--- src/rtl/dmem_pkg.sv ---
// dmem_pkg: shared FSM state encoding and requester indices for dmem_arbiter.
package dmem_pkg;
    typedef enum logic [1:0] {
        IDLE   = 2'd0,
        ACCESS = 2'd1,
        RESP   = 2'd2
    } state_t;
    localparam logic REQ_CPU = 1'b0;
    localparam logic REQ_LDR = 1'b1;
endpackage

--- src/rtl/rr_arb2.sv ---
// rr_arb2: two-input round-robin arbiter.
// The requester not granted last wins a tie; a lone request always wins.
module rr_arb2
    import dmem_pkg::*;
(
    input  logic [1:0] i_req,
    input  logic       i_last,
    output logic [1:0] o_win
);
    assign o_win[0] = i_req[0] && (!i_req[1] || i_last == REQ_LDR);
    assign o_win[1] = i_req[1] && (!i_req[0] || i_last == REQ_CPU);
endmodule

--- src/rtl/dmem_arbiter.sv ---
// dmem_arbiter: arbitrates a CPU port and a loader/debug port onto one data memory
// with fixed latency (grant one cycle after sampling, done the cycle after that).
module dmem_arbiter
    import dmem_pkg::*;
#(
    parameter int ADDR_W    = 32,
    parameter int DATA_W    = 32,
    parameter int MEM_DEPTH = 65536
) (
    input  logic              clk,
    input  logic              rst,
    input  logic              req0,
    input  logic              req1,
    input  logic              we0,
    input  logic              we1,
    input  logic [ADDR_W-1:0] addr0,
    input  logic [ADDR_W-1:0] addr1,
    input  logic [DATA_W-1:0] wdata0,
    input  logic [DATA_W-1:0] wdata1,
    output logic              gnt0,
    output logic              gnt1,
    output logic              done0,
    output logic              done1,
    output logic [DATA_W-1:0] rdata0,
    output logic [DATA_W-1:0] rdata1,
    output logic              err,
    output logic [ADDR_W-1:0] mem_raddr,
    output logic [ADDR_W-1:0] mem_waddr,
    output logic              mem_we,
    output logic [DATA_W-1:0] mem_wdata,
    input  logic [DATA_W-1:0] mem_rdata
);
    state_t            r_state;
    state_t            w_next;
    logic              r_last;
    logic              r_win;
    logic              r_we;
    logic [ADDR_W-1:0] r_addr;
    logic [DATA_W-1:0] r_wdata;
    logic [1:0]        w_win;
    logic              w_sel1;
    logic              w_start;
    logic              w_in_range;
    logic [DATA_W-1:0] w_rd;

    rr_arb2 u_arb (
        .i_req  ({req1, req0}),
        .i_last (r_last),
        .o_win  (w_win)
    );

    assign w_sel1     = w_win[1] && !w_win[0];
    assign w_start    = r_state == IDLE && (req0 || req1);
    assign w_in_range = 64'(r_addr) < 64'(MEM_DEPTH);
    assign w_rd       = w_in_range ? mem_rdata : '0;
    assign mem_raddr  = r_addr;
    assign mem_waddr  = r_addr;
    assign mem_wdata  = r_wdata;

    always_ff @(posedge clk or posedge rst) begin
        if (rst) r_state <= IDLE;
        else     r_state <= w_next;
    end

    // gnt/done/err/mem_we decode from state only, so reset clears them at once
    always_comb begin
        w_next = r_state;
        gnt0   = 1'b0;
        gnt1   = 1'b0;
        done0  = 1'b0;
        done1  = 1'b0;
        err    = 1'b0;
        mem_we = 1'b0;
        case (r_state)
            IDLE:    w_next = (req0 || req1) ? ACCESS : IDLE;
            ACCESS: begin
                w_next = RESP;
                gnt0   = r_win == REQ_CPU;
                gnt1   = r_win == REQ_LDR;
                mem_we = r_we && w_in_range;
            end
            RESP: begin
                w_next = IDLE;
                done0  = r_win == REQ_CPU;
                done1  = r_win == REQ_LDR;
                err    = !w_in_range;
            end
            default: w_next = IDLE;
        endcase
    end

    always_ff @(posedge clk or posedge rst) begin
        if (rst) begin
            r_last  <= REQ_LDR;
            r_win   <= REQ_CPU;
            r_we    <= 1'b0;
            r_addr  <= '0;
            r_wdata <= '0;
            rdata0  <= '0;
            rdata1  <= '0;
        end else if (w_start) begin
            r_win   <= w_sel1;
            r_last  <= w_sel1;
            r_we    <= w_sel1 ? we1 : we0;
            r_addr  <= w_sel1 ? addr1 : addr0;
            r_wdata <= w_sel1 ? wdata1 : wdata0;
        end else if (r_state == ACCESS && !r_we) begin
            if (r_win == REQ_CPU) rdata0 <= w_rd;
            else                  rdata1 <= w_rd;
        end
    end
endmodule

--- config.mk ---
export PLATFORM = sky130hd
export DESIGN_NAME = dmem_arbiter
export DESIGN_NICKNAME = d
export VERILOG_FILES = /design/src/rtl/dmem_pkg.sv /design/src/rtl/rr_arb2.sv /design/src/rtl/dmem_arbiter.sv
export SDC_FILE = /design/constraint.sdc
export NUM_CORES = 1
export LEC_CHECK = 0
export CAP_MARGIN = 5
export CORE_ASPECT_RATIO = 0.9
export CORE_MARGIN = 5
export CORE_UTILIZATION = 40
export DETAILED_ROUTE_END_ITERATION = 6
export PLACE_DENSITY = 0.84
export SKIP_CTS_REPAIR_TIMING = 1
export SLEW_MARGIN = 20
export SYNTH_ARGS = -nofsm -noshare
export SYNTH_HDL_FRONTEND = slang
export SYNTH_SLANG_ARGS = --single-unit
--- constraint.sdc ---
create_clock -name clk -period 5.05 [get_ports clk]
set_clock_uncertainty 0.2 [all_clocks]
set_input_delay 0.7575 -clock clk [delete_from_list [all_inputs] [get_ports clk]]
set_output_delay 0.7575 -clock clk [all_outputs]
set_load 0.005 [all_outputs]
Figure 1. Wires at chosen ports, followed through buffers.
Scale: 3 px per µm.
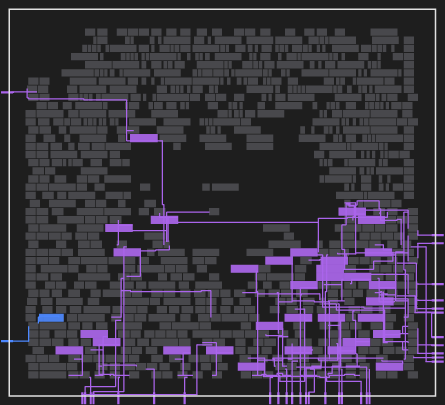
| port | colour | bits | direction | edge | end cells | buffers | wire |
|---|---|---|---|---|---|---|---|
| mem_raddr | purple | 32 | output | 20 bottom, 11 right, 1 left | 32 | 32 | 1,940 µm |
| req0 | blue | 1 | input | left | 2 | 1 | 20.3 µm |
count of input and output buffers: 331
Boundary Pins: 332

Figure 2. Gate families picked out.
Scale: 3 px per µm.
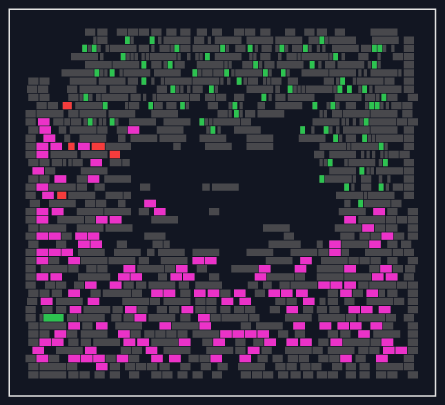
| family | colour | cells |
|---|---|---|
| aoi and oai cells | green | 65 |
| and/or cells | red | 5 |
| mux cells | magenta | 132 |

==> flow_summary.yaml <==
# yosys + openroad results
placement:
  dp.cells: 1018
  routabilityCongestion: 0.803
  post-dp-hpwl_um: 14800
power_and_ir_drop:
  power_density_nw_per_um2: 555
  p_leak_nw: 4.00
  vdd_drop_max_uv: 301
critical_path:
  r2r-start: "r_last"
  critical_path_class: "register to primary output"
  worstReg2RegEnd: "mem_raddr[16]"
  end_kind: "primary output"
  path_max_fanout: 4
  path_delay_family: "simple AND/OR/NAND/NOR gates"
  crit_start: "mem_raddr[28]"
  crit_chain: "nor4_1, nand4_1, and3b_1, clkdlybuf4s50_1"
  critPathArrivalTime_ns: 2.50
  critPathRequiredTime_ns: 4.09
  startpoint_type: "register"
  path_buffers: 1
final_layout:
  final_cells: 1049
  lay_top_count: "clkdlybuf4s50_1"
  lay_top_cells: "clkdlybuf4s50_1 (331), mux2_2 (132), dfrtp_1 (132)"
  syn_to_final_growth_pct: 61.4
  antenna_cells: 0
  layout-drive-gt1-share: 0.208
detailed_routing:
  drtAntennaViolNets: 0
  wl_per_cell_um: 19.2
  firstDrtPassIters: 4
  vias_per_cell: 4.91
clocking:
  cts_buffer_depth: 2
  ctsHtreeMaxLevel: 4
  clk_pin_slew_ns: 0.05
  cts_root_buffer: "clkbuf_16"
  clock_sinks: 133
final_timing:
  setup_viol: 0
  fmax_ghz: 0.290
  slew_viol_final: 0
  rsz0062_at_grt: "no"
  setup_tns_ns: 0
job:
  tool_warnings: 28
grt:
  globalRouteOverflowTotal: 0
  antenna_found_initial: 0
  grt_pass1_vias: 5363
  grt_max_degree: 113
  grt_use_total: 0.218
floorplan:
  fp-row-count: 43
  initCoreUtil: 0.406
  dieHeight_um: 128
  dieArea_um2: 18200
  coreArea_um2: 15300
synthesis:
  yosys-top-cells-area: "dfrtp_1 (53%), mux2_2 (24%), nand2_1 (7.8%)"
  top_area_cell: "dfrtp_1"
  ys_cells: 546
  ys_chip_area_um2: 6230
  yosysWarnings: 0
  synth_seq_share: 0.534
  yosys.cell_types.count: 24
  yosysTopAreaCellShare: 0.530
  synth_flops: 133
  syn_nets: 712
hold_path:
  hp-class: "register to register"
  worstHoldStart: "rdata1[7]"
status:
  status: "completed"
Figure 3. Sequential cells grouped by signal name.
Scale: 2 px per µm.
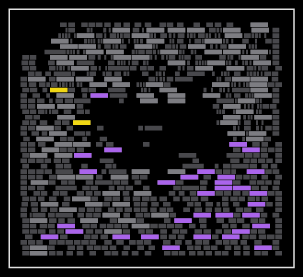
| signal | colour | flops |
|---|---|---|
| r_state | yellow | 2 |
| mem_raddr | purple | 32 |
not coloured: 99
Core Util, Final: 0.656
Sequential cell area: 3330 µm²

Figure 4. Clock routing.
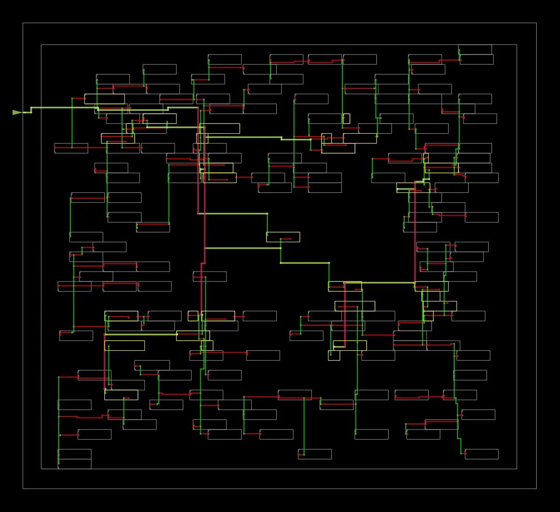
CTS Buf Count: 17
flip-flops: 133
clkbuf count: 19
clk ins delay skew pair: 0.42 ns
Clk. pwr: 1.30 mW

through the flow:
step,setup slack [ns],cell area (µm²),total power [mW],hold WS (ns)
2_1_floorplan,0.540,6230,2.91,0.273
3_3_place_gp,1.77,9440,4.27,0.261
3_5_place_dp,1.74,9440,4.32,0.270
4_1_cts,1.54,10100,5.65,0.283
5_1_grt,1.43,10100,5.90,0.303
6_report,1.60,10100,5.58,0.280
layer usage:
| metal | track usage | wire, µm |
|---|---|---|
| met5 | 0 | 0 |
| met3 | 0.0717 | 1690 |
| met4 | 0.0593 | 334 |
| met1 | 0.269 | 7970 |
| met2 | 0.371 | 10100 |
cell type report:
| type | count | share of cell area |
|---|---|---|
| Multi-Input combinational cell | 344 | 0.245 |
| Clock inverter | 12 | 0.0178 |
| Inverter | 1 | 0.00112 |
| Clock buffer | 19 | 0.0440 |
| Sequential cell | 133 | 0.331 |
| Tap cell | 202 | 0.0251 |
| Timing Repair Buffer | 338 | 0.336 |
power by group:
group	total (mW)	switching (mW)	internal, mW
combinational	2.39	0.819	1.57
clock	1.30	0.467	0.837
sequential	1.89	0.360	1.53
total	5.58	1.65	3.94
synth_stat cells:
library cell    n
nor2_1          2
nor3_2          1
a21boi_1        1
and2_1          1
nor3b_1         1
and3b_1         2
nand4bb_1       1
nand2_1       129
mux2_2        132
nor2b_1         2
o21ai_1        35
clkbuf_1       10
nor4b_2         1
dfstp_2         1
buf_4          35
buf_2          16
and4bb_2        1
nor4_1          4
o21ai_0        29
buf_6           7
inv_1           1
or4b_1          1
nand4_1         1
dfrtp_1       132
cells by family after synthesis:
group	count (synthesis)	synth area share
mux	132	0.239
simple gates	147	0.100
compound gates	65	0.0526
buf+inv	69	0.0743
flops	133	0.534
Power and IR drop assume default switching activity.
